==> config.mk <==
export PLATFORM = sky130hd
export DESIGN_NAME = silver_alloc_flat
export DESIGN_NICKNAME = d
export VERILOG_FILES = /design/src/rtl/silver_pkg.sv /design/src/rtl/silver_alloc_if.sv /design/src/rtl/silver_route_calc.sv /design/src/rtl/silver_alloc.sv /design/src/flat_wrapper.sv
export SDC_FILE = /design/constraint.sdc
export NUM_CORES = 1
export LEC_CHECK = 0
export CAP_MARGIN = 40
export CORE_ASPECT_RATIO = 0.7
export CORE_MARGIN = 2
export CORE_UTILIZATION = 48
export DETAILED_ROUTE_END_ITERATION = 16
export GPL_ROUTABILITY_DRIVEN = 0
export PLACE_DENSITY = 0.78
export SYNTH_ARGS = -nofsm -noshare
export SYNTH_HDL_FRONTEND = slang
export SYNTH_SLANG_ARGS = --single-unit
export TNS_END_PERCENT = 1
==> constraint.sdc <==
create_clock -name clk -period 15.8 [get_ports clk]
set_input_delay 4.74 -clock clk [delete_from_list [all_inputs] [get_ports clk]]
set_output_delay 4.74 -clock clk [all_outputs]
set_load 0.02 [all_outputs]
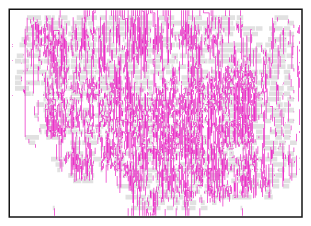
Fig. 1. The metal 2 layer.
Drawn at 2 px/um. Cells faint in the background.
longest straight run: 54.1 um
main direction: vertical
nets with wire on the layer: 950
share of all routed wire: 40%
wire length on this layer: 10300 um
GR Layer Usage met2: 47.69%
total number of vias: 8127

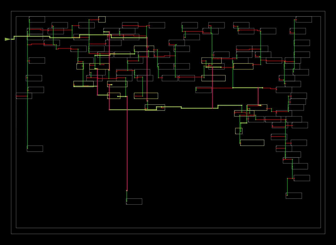
Fig. 2. Clock wiring as the flow saved it.
Clk power: 255 uW
clk sink count: 84

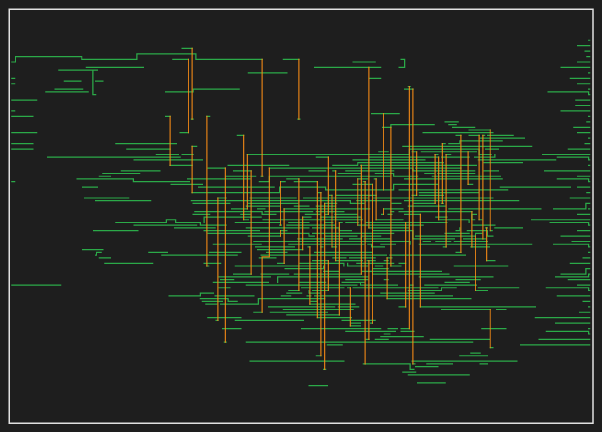
Fig. 3. Signal wires by layer.
Drawn at 4 px/um. Only two layers are drawn.
legend:
  orange:
    layer: M4
    wire_length: 1250 um
  green:
    layer: M3
    wire_length: 3500 um
final WL: 25.43 mm
DR WL/cell: 20.71 um
gr usage total: 32.48%

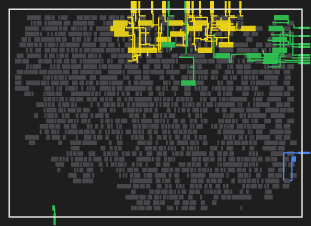
Fig. 4. I/O nets highlighted.
Drawn at 2 px/um.
legend:
  yellow:
    port: bus_silver_eject_cnt
    direction: output
    edge: north
    end_cells: 16
    wire: 514 um
  blue:
    port: bus_ej_ready
    direction: input
    edge: east
    end_cells: 1
    wire: 33.6 um
  green:
    port: bus_ej_flit
    direction: output
    edge: 8 east, 2 north, 1 south
    end_cells: 11
    wire: 301 um
I/O pin count: 136
IO Port Bufs: 130

==> flow_metrics.env <==
# source this file to load flow results
export IMPL_synth_main_ff_cell="dfxtp_1"
export IMPL_firstDrtPassIters=13
export IMPL_final_util_pct=64.59
export IMPL_hold_class="reg -> reg"
export IMPL_diodes=0
export IMPL_clk_pin_slew_ns=0.07
export IMPL_min_period_ns=15.32
export IMPL_die_y_um=103.1
export IMPL_setup_tns_ns=0
export IMPL_drive_gt1_share_pct=14.45
export IMPL_hold_viol=0
export IMPL_antenna_left=0
export IMPL_nNetsFinal=1097
export IMPL_r2r_slack_ns=5.86
export IMPL_grt_max_degree=83
export IMPL_worst_setup_path_end_kind="flop"
export IMPL_antenna_found_initial=0
export IMPL_top_cell_area_share_pct=24.97
export IMPL_die_area_sq_mm=0.01501
export IMPL_worst_path_max_delay_cell="or4_4"
export IMPL_worstMarginPinSlew_ns=0.9463
export IMPL_synth_seq_cells=84
export IMPL_status="completed"
export IMPL_edf_count=0
export IMPL_fillCellCount=1221
export IMPL_hold_buffers=0
export IMPL_ir_drop_mv=0.08795
export IMPL_rr_worst_depth=52
export IMPL_arrival_ns=15.59
export IMPL_max_slew_margin_rel_pct=36.62
export IMPL_max_freq_mhz=65.27
export IMPL_h_tree_depth=3
export IMPL_warnings=27
export IMPL_setup_violations=0
export IMPL_critPathKind="in -> reg"
export IMPL_syn_to_final_growth_pct=32.63
export IMPL_cts_root_buffer="clkbuf_16"
export IMPL_netlist_instances=883
export IMPL_clock_path_buffers=2
export IMPL_slew_violations=0
export IMPL_grt_ovfl_total=0
export IMPL_grt_pass1_wl_mm=39.09
export IMPL_syn_cell_area_sq_mm=0.006734
export IMPL_fp_row_count=36
export IMPL_synthArstFlopShare_pct=0
export IMPL_yosysWarningCount=0
export IMPL_cpMostUsedCell="ha_1"
export IMPL_drt_initial_drc_count=1442
export IMPL_cts_tree="yes"
export IMPL_viasPerCell=6.618
export IMPL_numCtsBuffers=9
export IMPL_critPathMaxFanout=6
export IMPL_yosysChipArea_sq_mm=0.006734
export IMPL_cp_required_ns=16.06
export IMPL_yosys_cells=883
export IMPL_worstSkewPairLatency_ns=0.34
export IMPL_core_area_sq_mm=0.01383
export IMPL_die_w_um=145.6
export IMPL_synth_seq_share_pct=24.97
export IMPL_dp_hpwl_mm=18.82
export IMPL_synth_area_leader_cell="dfxtp_1"
## logic make-up (layout without fill, tap and decap cells)
family | Yosys count | in the layout | synth area share (%)
and+or+nand+nor | 365 | 366 | 26.42
buffers and inverters | 71 | 220 | 4.533
xor gates and xnor gates | 27 | 27 | 3.735
adders and majority gates | 19 | 19 | 3.567
other | 1 | 6 | 0.05569
AOI/OAI and AO/OA | 300 | 300 | 34.26
muxes | 16 | 16 | 2.453
DFF | 84 | 84 | 24.97
## through the flow
step                      instance area (sq um)  hold WS (ns)  setup WS [ns]  cells
after floorplan                            6753        0.5530         0.6757    888
after global placement                     8394        0.4403         0.1622   1202
after detailed placement                   8422        0.4493        -0.3317   1207
after CTS                                  8785        0.4665        0.05963   1223
after global routing                       8931        0.4895       -0.06703   1228
final                                      8931        0.4580         0.4800   1228
## final cells by class
| type | instances | area, sq um | area share (%) |
|---|---|---|---|
| Timing Repair Buffer | 184 | 1692 | 18.94 |
| Inverter | 20 | 75.07 | 0.8406 |
| Tap cell | 190 | 237.7 | 2.662 |
| Clock buffer | 9 | 225.2 | 2.522 |
| Clock inverter | 7 | 132.6 | 1.485 |
| Multi-Input combinational cell | 734 | 4887 | 54.72 |
| Sequential cell | 84 | 1682 | 18.83 |
## worst max-delay path: cells and delay by family
kind | cells | cell delay [ns]
buffers and inverters | 6 | 0.91
XOR/XNOR | 1 | 0.09
multiplexers | 1 | 0.16
AND/OR/NAND/NOR | 20 | 4.27
AND-OR/OR-AND | 16 | 2.77
adder cells (fa/ha/maj) | 9 | 2.61
## what timing repair did
item | in CTS | in global routing
hold endpoints to repair | 0 | 0
gates cloned | 0 | 1
pin swaps | 0 | 11
setup buffers | 0 | 4
resized | 2 | 24
setup endpoints to repair | 8 | 16
## where the power goes
| group | total (uW) | switching [uW] | leakage, uW | internal [uW] |
|---|---|---|---|---|
| combinational | 324 | 195 | 0.00249 | 129 |
| sequential | 233 | 6.39 | 0.000683 | 227 |
| clock | 255 | 97.2 | 0.000173 | 157 |
## cell usage in the layout (no fill, tap or decap), types with 9 or more instances in the layout
master	synthesis	routed
clkdlybuf4s50_1	0	129
nand2_1	125	125
nor2_1	94	91
dfxtp_1	84	84
a21oi_1	65	63
buf_4	6	50
a31oi_1	36	36
nand3_1	30	28
o21ai_0	27	27
a222oi_1	27	27
inv_1	19	18
and2_1	17	17
a21o_1	17	17
ha_1	16	16
nor3_1	15	15
and3_1	16	15
xnor2_1	13	13
o211ai_1	12	12
mux2i_1	12	12
xor2_1	12	12
nand2b_1	9	9
o22ai_1	9	9
clkbuf_16	0	9
## per-layer routing
layer / track usage, % / up-vias / share of wire, %
met1: 44.73 / 3701 / 41
met4: 13.95 / 0 / 4.9
met5: 0 / - / 0
li1: - / 3620 / -
met2: 47.69 / 677 / 40
met3: 9.248 / 129 / 14
No activity file was given, so power comes from the tool's default toggle rates.
